==> config.mk <==
export PLATFORM = sky130hd
export DESIGN_NAME = debug_uart
export DESIGN_NICKNAME = d
export VERILOG_FILES = /design/src/rtl/debug_uart_pkg.sv /design/src/rtl/debug_uart_tx.sv /design/src/rtl/debug_uart.sv
export SDC_FILE = /design/constraint.sdc
export NUM_CORES = 1
export LEC_CHECK = 0
export ABC_CLOCK_PERIOD_IN_PS = 11500
export CAP_MARGIN = 0
export CORE_MARGIN = 2
export CORE_UTILIZATION = 35
export DETAILED_ROUTE_END_ITERATION = 7
export GPL_ROUTABILITY_DRIVEN = 0
export SLEW_MARGIN = 20
export SYNTH_ARGS = -nofsm -noshare
export SYNTH_HDL_FRONTEND = slang
export SYNTH_SLANG_ARGS = --single-unit
export TNS_END_PERCENT = 50
==> constraint.sdc <==
create_clock -name clk -period 11.5 [get_ports clk]
set_input_delay 2.875 -clock clk [delete_from_list [all_inputs] [get_ports clk]]
set_output_delay 2.875 -clock clk [all_outputs]
set_load 0.01 [all_outputs]
==> src/rtl/debug_uart_pkg.sv <==
// Shared constants and helpers for the debug UART telemetry streamer.
package debug_uart_pkg;

  localparam logic [7:0] ASCII_SPACE = 8'h20;
  localparam logic [7:0] ASCII_CR    = 8'h0D;
  localparam logic [7:0] ASCII_LF    = 8'h0A;

  typedef enum logic {
    TX_IDLE,
    TX_BUSY
  } tx_state_e;

  // Uppercase hex digit for one nibble.
  function automatic logic [7:0] hex_ascii(input logic [3:0] nib);
    return (nib < 4'd10) ? (8'h30 + {4'h0, nib}) : (8'h37 + {4'h0, nib});
  endfunction

endpackage

==> src/rtl/debug_uart_tx.sv <==
// 8N1 byte serializer; accepts the next byte in the same cycle its stop bit ends,
// so a continuously valid source produces a gapless stream.
module uart_tx
  import debug_uart_pkg::*;
#(
  parameter int DIV = 12
) (
  input  logic       clk,
  input  logic       rst,
  input  logic       valid,
  input  logic [7:0] data,
  output logic       ready,
  output logic       tx
);

  localparam int DW = (DIV > 1) ? $clog2(DIV) : 1;
  localparam logic [DW-1:0] DIV_LAST = DW'(DIV - 1);

  tx_state_e      state_q, state_d;
  logic [8:0]     shift_q;
  logic [3:0]     bit_q;
  logic [DW-1:0]  div_q;
  logic           bit_end;
  logic           load;

  always_ff @(posedge clk) begin
    if (rst) state_q <= TX_IDLE;
    else     state_q <= state_d;
  end

  always_comb begin
    state_d = state_q;
    ready   = 1'b0;
    load    = 1'b0;
    bit_end = (div_q == DIV_LAST);
    case (state_q)
      TX_IDLE: begin
        ready = 1'b1;
        if (valid) begin
          load    = 1'b1;
          state_d = TX_BUSY;
        end
      end
      TX_BUSY: begin
        if (bit_end && bit_q == 4'd9) begin
          ready = 1'b1;
          if (valid) load = 1'b1;
          else       state_d = TX_IDLE;
        end
      end
      default: state_d = TX_IDLE;
    endcase
  end

  // bit_q: 0 = start, 1..8 = data, 9 = stop; shift_q[0] is always the next bit out.
  always_ff @(posedge clk) begin
    if (rst) begin
      tx      <= 1'b1;
      shift_q <= '1;
      bit_q   <= '0;
      div_q   <= '0;
    end else if (load) begin
      tx      <= 1'b0;
      shift_q <= {1'b1, data};
      bit_q   <= '0;
      div_q   <= '0;
    end else if (state_q == TX_BUSY) begin
      if (bit_end) begin
        div_q <= '0;
        if (bit_q == 4'd9) begin
          tx <= 1'b1;
        end else begin
          bit_q   <= bit_q + 4'd1;
          tx      <= shift_q[0];
          shift_q <= {1'b1, shift_q[8:1]};
        end
      end else begin
        div_q <= div_q + DW'(1);
      end
    end
  end

endmodule

==> src/rtl/debug_uart.sv <==
// Streams "MMDDSSSSSSSS JJ A0 A1 A2 A3\r\n" telemetry frames back-to-back over an 8N1 UART.
module debug_uart
  import debug_uart_pkg::*;
#(
  parameter int W   = 16,
  parameter int DIV = 12
) (
  input  logic         clk,
  input  logic         rst,
  output logic         tx_o,
  input  logic [W-1:0] adc0,
  input  logic [W-1:0] adc1,
  input  logic [W-1:0] adc2,
  input  logic [W-1:0] adc3,
  input  logic [7:0]   eeprom_mfg,
  input  logic [7:0]   eeprom_dev,
  input  logic [31:0]  eeprom_serial,
  input  logic [7:0]   jack
);

  localparam int N         = (W + 3) / 4;
  localparam int AW        = 4 * N;
  localparam int FRAME_LEN = 21 + 4 * N;
  localparam int BW        = $clog2(FRAME_LEN);
  localparam logic [BW-1:0] LAST_IDX = BW'(FRAME_LEN - 1);

  logic [7:0]    mfg_q, dev_q, jack_q;
  logic [31:0]   serial_q;
  logic [AW-1:0] adc_q [4];
  logic [BW-1:0] idx_q;
  logic [7:0]    mfg_src;
  logic [AW-1:0] adc_sel;
  logic [7:0]    tx_char;
  logic [3:0]    nib;
  logic          is_hex;
  logic          ready;

  // Byte 0 goes out in the snapshot cycle itself, so it must read the live input.
  assign mfg_src = (idx_q == '0) ? eeprom_mfg : mfg_q;

  always_ff @(posedge clk) begin
    if (rst) begin
      idx_q    <= '0;
      mfg_q    <= '0;
      dev_q    <= '0;
      serial_q <= '0;
      jack_q   <= '0;
      for (int n = 0; n < 4; n++) adc_q[n] <= '0;
    end else if (ready) begin
      idx_q <= (idx_q == LAST_IDX) ? '0 : idx_q + BW'(1);
      if (idx_q == '0) begin
        mfg_q    <= eeprom_mfg;
        dev_q    <= eeprom_dev;
        serial_q <= eeprom_serial;
        jack_q   <= jack;
        adc_q[0] <= AW'($signed(adc0));
        adc_q[1] <= AW'($signed(adc1));
        adc_q[2] <= AW'($signed(adc2));
        adc_q[3] <= AW'($signed(adc3));
      end
    end
  end

  always_comb begin
    int i, j, k, d;
    i       = int'(idx_q);
    j       = i - 15;
    k       = j / (N + 1);
    d       = j % (N + 1);
    adc_sel = adc_q[k[1:0]];
    nib     = '0;
    is_hex  = 1'b1;
    tx_char = ASCII_SPACE;
    if (i < 2)       nib = 4'(mfg_src >> (4 * (1 - i)));
    else if (i < 4)  nib = 4'(dev_q >> (4 * (3 - i)));
    else if (i < 12) nib = 4'(serial_q >> (4 * (11 - i)));
    else if (i < 15) begin
      is_hex = (i != 12);
      nib    = 4'(jack_q >> (4 * (14 - i)));
    end else if (i >= FRAME_LEN - 2) begin
      is_hex = 1'b0;
    end else begin
      // Each ADC field is a leading space followed by N digits, MSB nibble first.
      is_hex = (d != 0);
      nib    = 4'(adc_sel >> (4 * (N - d)));
    end
    if (is_hex)                   tx_char = hex_ascii(nib);
    else if (i == FRAME_LEN - 2)  tx_char = ASCII_CR;
    else if (i == FRAME_LEN - 1)  tx_char = ASCII_LF;
  end

  uart_tx #(.DIV(DIV)) u_tx (
    .clk   (clk),
    .rst   (rst),
    .valid (1'b1),
    .data  (tx_char),
    .ready (ready),
    .tx    (tx_o)
  );

endmodule

run_1/pdn.png
Pins as bars on the die edge. Tap cells in grey.
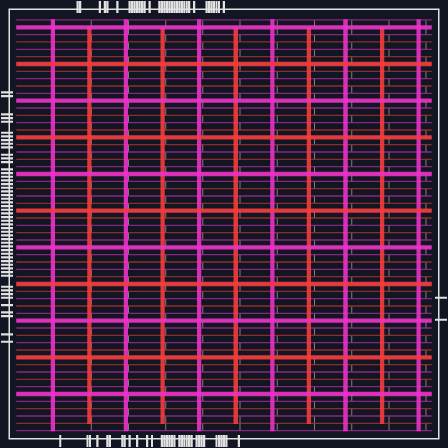
[magenta] VSS
[red] VDD
met5 straps: 11
tap cells: 319
signal pins: 123
met4 straps: 11
Die H: 159 um
core area: 23,500 um^2
die width: 159 um
Worst VDD drop: 0.0789 mV

run_1/cell_classes.png
Bar = 50 um.
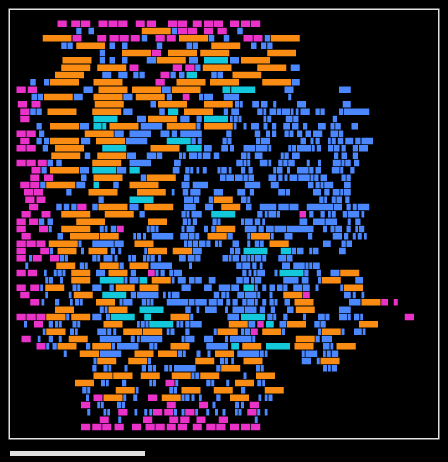
[magenta] other buffers and delay cells | cells: 130 | share of their area: 13%
[blue] all other logic | cells: 704 | share of their area: 46%
[orange] flip-flops | cells: 144 | share of their area: 35%
[cyan] clock drivers and dummy loads | cells: 32 | share of their area: 5.9%
final non-filler cell area: 10,400 um^2
final core occ: 44.3%
# rows: 56
fraction of area in registers: 33.9%

run_1/clock_map.png
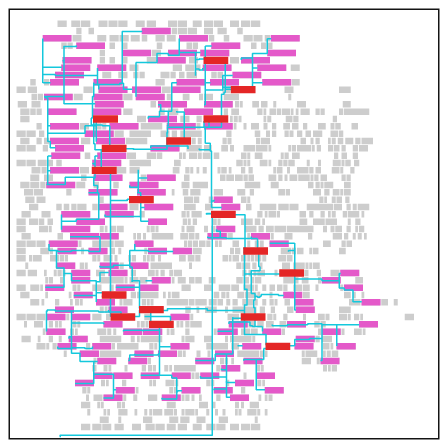
[red] cells driving clock nets | count: 17
[cyan] clock wires | length: 1,890 um
[magenta] flip-flops | count: 144
routed clock nets: 18
clk ins delay skew pair: 0.43 ns
clock skew: 0.0119 ns

==> results.py, run 1 <==
# Physical implementation metrics
metrics = {
    "critical_path": {
        "max_stage_delay_ns": 0.74,
        "cp-start-kind": "register",
        "reg2reg_from": "idx_q[1]",
        "path_class": "register to register",
        "cp_slowest_cell": "dfxtp_1",
        "cp_top_family": "AND-OR/OR-AND gates",
        "end_kind": "register",
    },
    "synthesis": {
        "synthAoiAreaFrac_pct": 17.1,
        "top_logic_kind": "simple AND/OR/NAND/NOR gates",
        "postSynthAreaPerCell_um2": 9.17,
        "syn_inst": 914,
        "fa_ha_area_share_pct": 3.11,
        "edf_count": 64,
        "synth_nets": 1056,
    },
    "global_routing": {
        "gr-total-overflow": 0,
        "grt_pass1_wl_mm": 35.5,
    },
    "detailed_routing": {
        "drt-initial-drc-count": 514,
        "drc": 0,
        "firstDrtPassIters": 5,
        "post_drt_wl_per_cell_um": 16.6,
        "num_vias": 7148,
    },
    "cts": {
        "path_clk_slew_ns": 0.07,
        "cts_hold_buf": 0,
        "cts_root_buf": "clkbuf_16",
        "clock_path_buffers": 2,
        "cts.repair.resized": 0,
    },
    "outcome": {
        "status": "finished, final reports clean",
    },
    "finish": {
        "n_antenna_cell": 0,
        "area.growth.synth_to_final_pct": 24.0,
    },
    "power_and_ir_drop": {
        "cellPowerDensity_nw_per_um2": 139,
    },
    "timing": {
        "finalClockPeriodUsage_pct": 80.4,
        "rsz0062_at_grt": "no",
        "finalSetupTns_ns": 0,
        "period_needed_ns": 9.24,
    },
    "min_path": {
        "min-delay-start": "mfg_q[0]",
        "hold_path.class": "register to register",
    },
}
[run 1: power breakdown]
group          total, W  switching [W]  internal, W
Combinational  0.000319       0.000174     0.000145
Sequential     0.000580      0.0000147     0.000565
Clock          0.000544       0.000243     0.000300
Total           0.00144       0.000432      0.00101
[run 1: sequential cells by signal, indices dropped and copies added, names as in the netlist]
name / flops
u_tx.shift_q: 8
u_tx.tx: 1
u_tx.bit_q: 4
adc_q: 64
u_tx.state_q: 1
serial_q: 32
jack_q: 8
mfg_q: 8
u_tx.div_q: 4
dev_q: 8
idx_q: 6
[run 1: per-layer routing]
metal	vias up	part of all wire (%)	GRT usage, %
met2	184	47	27.7
li1	3533	-	-
met3	19	3.7	2.66
met1	3412	48	24.1
met5	-	0	0
met4	0	1.3	5.09
[run 1: cell usage in the layout, fill, tap and decap left out, drive strengths merged, types with 12 or more instances in the layout]
cell type	instances
nand2	161
clkbuf	18
nor2	45
o21ai	39
inv	24
clkdlybuf4s50	121
nor3	22
ha	20
edfxtp	64
mux4	18
and3	74
a21oi	82
nand3	16
dfxtp	80
xnor2	12
mux2i	38
[run 1: final cells by class]
class | count | area [um^2] | area share (%)
clock buffers | 18 | 450 | 4.33
inverters | 16 | 60.1 | 0.578
multi-input cells | 688 | 4550 | 43.8
flip-flops and latches | 144 | 3520 | 33.9
well taps | 319 | 399 | 3.84
clock inverters | 14 | 135 | 1.30
repair buffers | 130 | 1280 | 12.3
[run 1: cell families after synthesis]
group / count (synthesis)
simple gates: 377
xor+xnor: 18
fa+ha+maj: 21
mux: 58
compound gates: 214
flops: 144
buf+inv: 82
[run 1: synth_stat cells, drive strengths merged (5+ instances only)]
cell type / instances / area, um^2
a41oi: 5 / 51.3
xor2: 6 / 52.6
mux4: 18 / 405
buf: 15 / 76.3
nor3: 22 / 115
clkbuf: 51 / 191
o31ai: 7 / 57.6
nand2b: 11 / 68.8
a31oi: 8 / 50.1
edfxtp: 64 / 1920
nand2: 161 / 604
a211oi: 7 / 62.6
inv: 15 / 56.3
a221o: 6 / 60.1
and3: 74 / 463
a21oi: 82 / 410
nand4: 7 / 43.8
nand3b: 5 / 37.5
nor2: 45 / 169
xnor2: 12 / 124
and2: 7 / 45.1
nor2b: 5 / 31.3
o22ai: 9 / 56.3
o21ai: 39 / 195
nor4: 8 / 62.6
nand3: 16 / 80.1
mux2i: 38 / 380
dfxtp: 80 / 1600
ha: 20 / 250
[run 1: through the flow]
| step | power, W | instance area (um^2) | cells | hold WS (ns) | worst slack, ns |
|---|---|---|---|---|---|
| floorplan | 0.000807 | 8380 | 914 | 0.432 | 2.90 |
| global placement | 0.000904 | 9800 | 1297 | 0.441 | 2.39 |
| detailed placement | 0.000908 | 9800 | 1297 | 0.446 | 2.12 |
| CTS | 0.00145 | 10400 | 1329 | 0.456 | 2.09 |
| global route | 0.00151 | 10400 | 1329 | 0.471 | 1.50 |
| finish | 0.00144 | 10400 | 1329 | 0.450 | 2.26 |
[run 1: path summary, 6_finish.rpt]
kind,endpoint,slack [ns],cells after the start
worst max-delay path,u_tx.shift_q[4],2.26,32
worst min-delay path,mfg_q[0],0.45,2
worst max register to register,u_tx.shift_q[4],2.26,32
worst min register to register,mfg_q[0],0.45,2
==> run 2: changes to the inputs <==
--- a/config.mk
+++ b/config.mk
@@ -5,7 +5,7 @@
 export SDC_FILE = /design/constraint.sdc
 export NUM_CORES = 1
 export LEC_CHECK = 0
-export ABC_CLOCK_PERIOD_IN_PS = 11500
+export ABC_CLOCK_PERIOD_IN_PS = 8100
 export CAP_MARGIN = 0
 export CORE_MARGIN = 2
 export CORE_UTILIZATION = 35
==> constraint.sdc (replaced) <==
create_clock -name clk -period 8.1 [get_ports clk]
set_input_delay 2.025 -clock clk [delete_from_list [all_inputs] [get_ports clk]]
set_output_delay 2.025 -clock clk [all_outputs]
set_load 0.01 [all_outputs]
run_2/clock_map.png
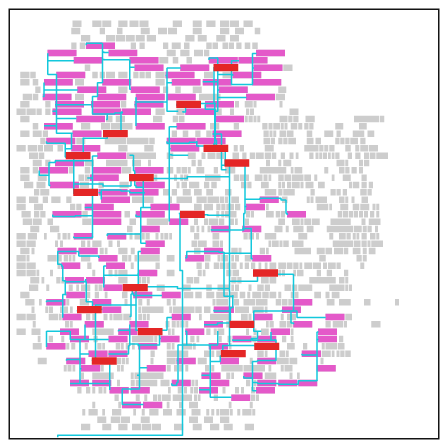
clock distribution power: 0.000777 W
clock skew: 0.00589 ns
clock share of power: 37.6%

run_2/cell_classes.png
Bar = 50 um.
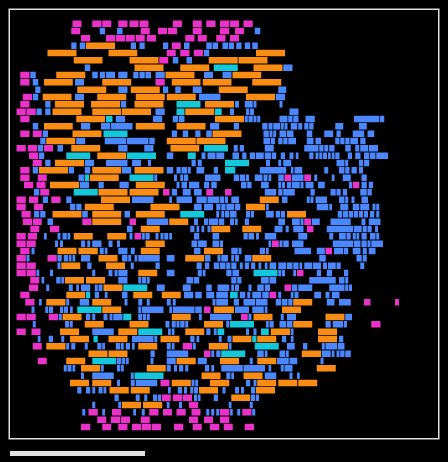
[cyan] clock drivers and dummy loads | cells: 32 | share of their area: 5.8%
[blue] all other logic | cells: 704 | share of their area: 46%
[orange] flip-flops | cells: 144 | share of their area: 35%
[magenta] other buffers and delay cells | cells: 141 | share of their area: 13%
final core occ: 44.8%
final non-filler cell area: 10,500 um^2
fraction of area in registers: 33.5%

==> run 2 against run 1 <==
Net effect:
- combinational power up 48%
- utilization up 0.51 points
- die size unchanged
- via count down 0.98%
- maximum frequency up 24%
- synthesized area unchanged
- non-clock buffer count up 11
- count of clock-buffer cells in the layout down 1
- sequential share of layout area down 0.39 points
- critical path type unchanged
- largest cell class unchanged
- highest routed layer unchanged
==> results.py, run 2 <==
# Physical implementation metrics
metrics = {
    "outcome": {
        "status": "finished, final reports clean",
    },
    "finish": {
        "layout_top_cells": "nand2_1, clkdlybuf4s50_1, a21oi_1",
        "regMostFlops": "adc_q",
        "area.growth.synth_to_final_pct": 25.4,
        "fin_nets": 1150,
        "n_antenna_cell": 0,
        "largest_reg_flops": 64,
        "final_cell_count_no_fill": 1340,
        "lay_top_count": "nand2_1",
        "biggestRegsByFlops": "adc_q x64, serial_q x32",
    },
    "critical_path": {
        "cp_top_family": "AND-OR/OR-AND gates",
        "cp_slowest_cell": "dfxtp_2",
        "cpMostUsedCell": "ha_1",
        "cp_max_fo": 15,
        "end_kind": "register",
        "path_class": "register to register",
        "crit_path_start": "idx_q[0]",
        "cp-start-kind": "register",
        "reg2reg_from": "idx_q[0]",
        "cp.required_ns": 8.39,
        "max_stage_delay_ns": 0.43,
        "cp_num_buf_inv": 2,
    },
    "power_and_ir_drop": {
        "cellPowerDensity_nw_per_um2": 197,
        "peakVddDrop_mv": 0.146,
        "leakagePower_nw": 4.07,
    },
    "synthesis": {
        "edf_count": 64,
        "synth_nets": 1056,
        "synth_area_leader_cell": "edfxtp_1",
        "ys_async_sr_fraction_pct": 0,
        "common_cells": "nand2_1, a21oi_1, dfxtp_1, and3_1, edfxtp_1",
        "syn_inst": 914,
        "yosysMostFrequentCell": "nand2_1",
        "postSynthAreaPerCell_um2": 9.17,
        "area_leaders": "edfxtp_1, dfxtp_1, nand2_1",
        "synth_warnings": 0,
        "top_area_share_pct": 22.9,
    },
    "min_path": {
        "min-delay-start": "mfg_q[3]",
        "hold_path.class": "register to register",
    },
    "detailed_routing": {
        "drc": 0,
        "num_vias": 7078,
        "drt-initial-drc-count": 554,
        "post_drt_wl_per_cell_um": 16.0,
        "firstDrtPassIters": 5,
        "ant_nets": 0,
    },
    "timing": {
        "clock.fmax_mhz": 134,
        "tightest_slew_ns": 1.06,
        "finalSetupTns_ns": 0,
        "setup_viol": 0,
        "final-hold-violation-count": 0,
        "drv_slew": 0,
        "period_needed_ns": 7.47,
        "rsz0062_at_grt": "no",
        "finalClockPeriodUsage_pct": 92.2,
    },
    "cts": {
        "cts_root_buf": "clkbuf_16",
        "cts.sinks": 144,
        "clock_path_buffers": 2,
        "cts_htree_levels": 4,
        "cts_tree": "built",
        "clock_latency_ns": 0.43,
        "path_clk_slew_ns": 0.06,
    },
    "global_routing": {
        "grt_start_max_net_pins": 121,
        "gr-total-overflow": 0,
        "antenna_found_initial": 0,
        "grt_pass1_wl_mm": 35.1,
        "grt_pass1_vias": 6838,
    },
    "die": {
        "floorplan.core_util_pct": 35.7,
        "io_pins": 123,
        "rows": 56,
        "core_region_area_um2": 23500,
        "die_y_um": 159,
        "die_w_um": 159,
    },
    "place": {
        "placed_area_um2": 9870,
        "portBuffers": 122,
        "dp.cells": 1306,
    },
    "run": {
        "maxCapViolations": 0,
    },
}
[run 2: layer usage]
metal | global-route usage (%) | share of wire, %
met1 | 24.1 | 48
met4 | 5.55 | 1.5
met3 | 3.45 | 4.3
met5 | 0 | 0
met2 | 26.5 | 46
[run 2: kinds of logic after synthesis]
kind of cell               synth area share [%]
and+or+nand+nor                            22.1
AOI/OAI and AO/OA                          17.1
DFF                                        42.0
buffers and inverters                      3.91
muxes                                      9.64
adders and majority gates                  3.11
xor gates and xnor gates                   2.11
[run 2: worst paths after layout]
path	end	slack (ns)	cells past startpoint
min reg2reg	mfg_q[3]	0.45	2
max	u_tx.shift_q[4]	0.63	34
max reg2reg	u_tx.shift_q[4]	0.63	34
min	mfg_q[3]	0.45	2
[run 2: worst register-to-register path, delay by kind of cell (launching register included)]
kind / cells / cell delay, ns
compound gates: 13 / 2.44
simple gates: 11 / 1.85
fa+ha+maj: 5 / 1.38
xor+xnor: 3 / 0.91
flops: 1 / 0.43
buf+inv: 2 / 0.35
[run 2: area by class of cell]
type                    count  area (um^2)
fillers                  2249        13000
multi-input cells         688         4590
flip-flops and latches    144         3520
repair buffers            141         1360
clock buffers              17          425
well taps                 319          399
clock inverters            15          158
inverters                  16         60.1
[run 2: what timing repair did]
action,in CTS,in global routing
setup endpoints to repair,0,4
resized,0,7
setup buffers,0,2
hold endpoints to repair,0,0
hold buffers,0,0
[run 2: power breakdown]
part	internal (W)	leakage [nW]	switching, W
logic	0.000216	2.47	0.000255
clock network	0.000456	0.271	0.000321
registers	0.000803	1.33	0.0000176
total	0.00148	4.07	0.000594
[run 2: stage by stage]
stage          total power, W  setup slack (ns)  hold WS, ns
2_1_floorplan         0.00115            0.0443        0.432
3_3_place_gp          0.00129             0.758        0.441
3_5_place_dp          0.00130             0.569        0.445
4_1_cts               0.00207             0.536        0.454
5_1_grt               0.00217            0.0235        0.468
6_report              0.00207             0.629        0.453
Power figures rest on the tool's default switching activity, not on a simulated workload.
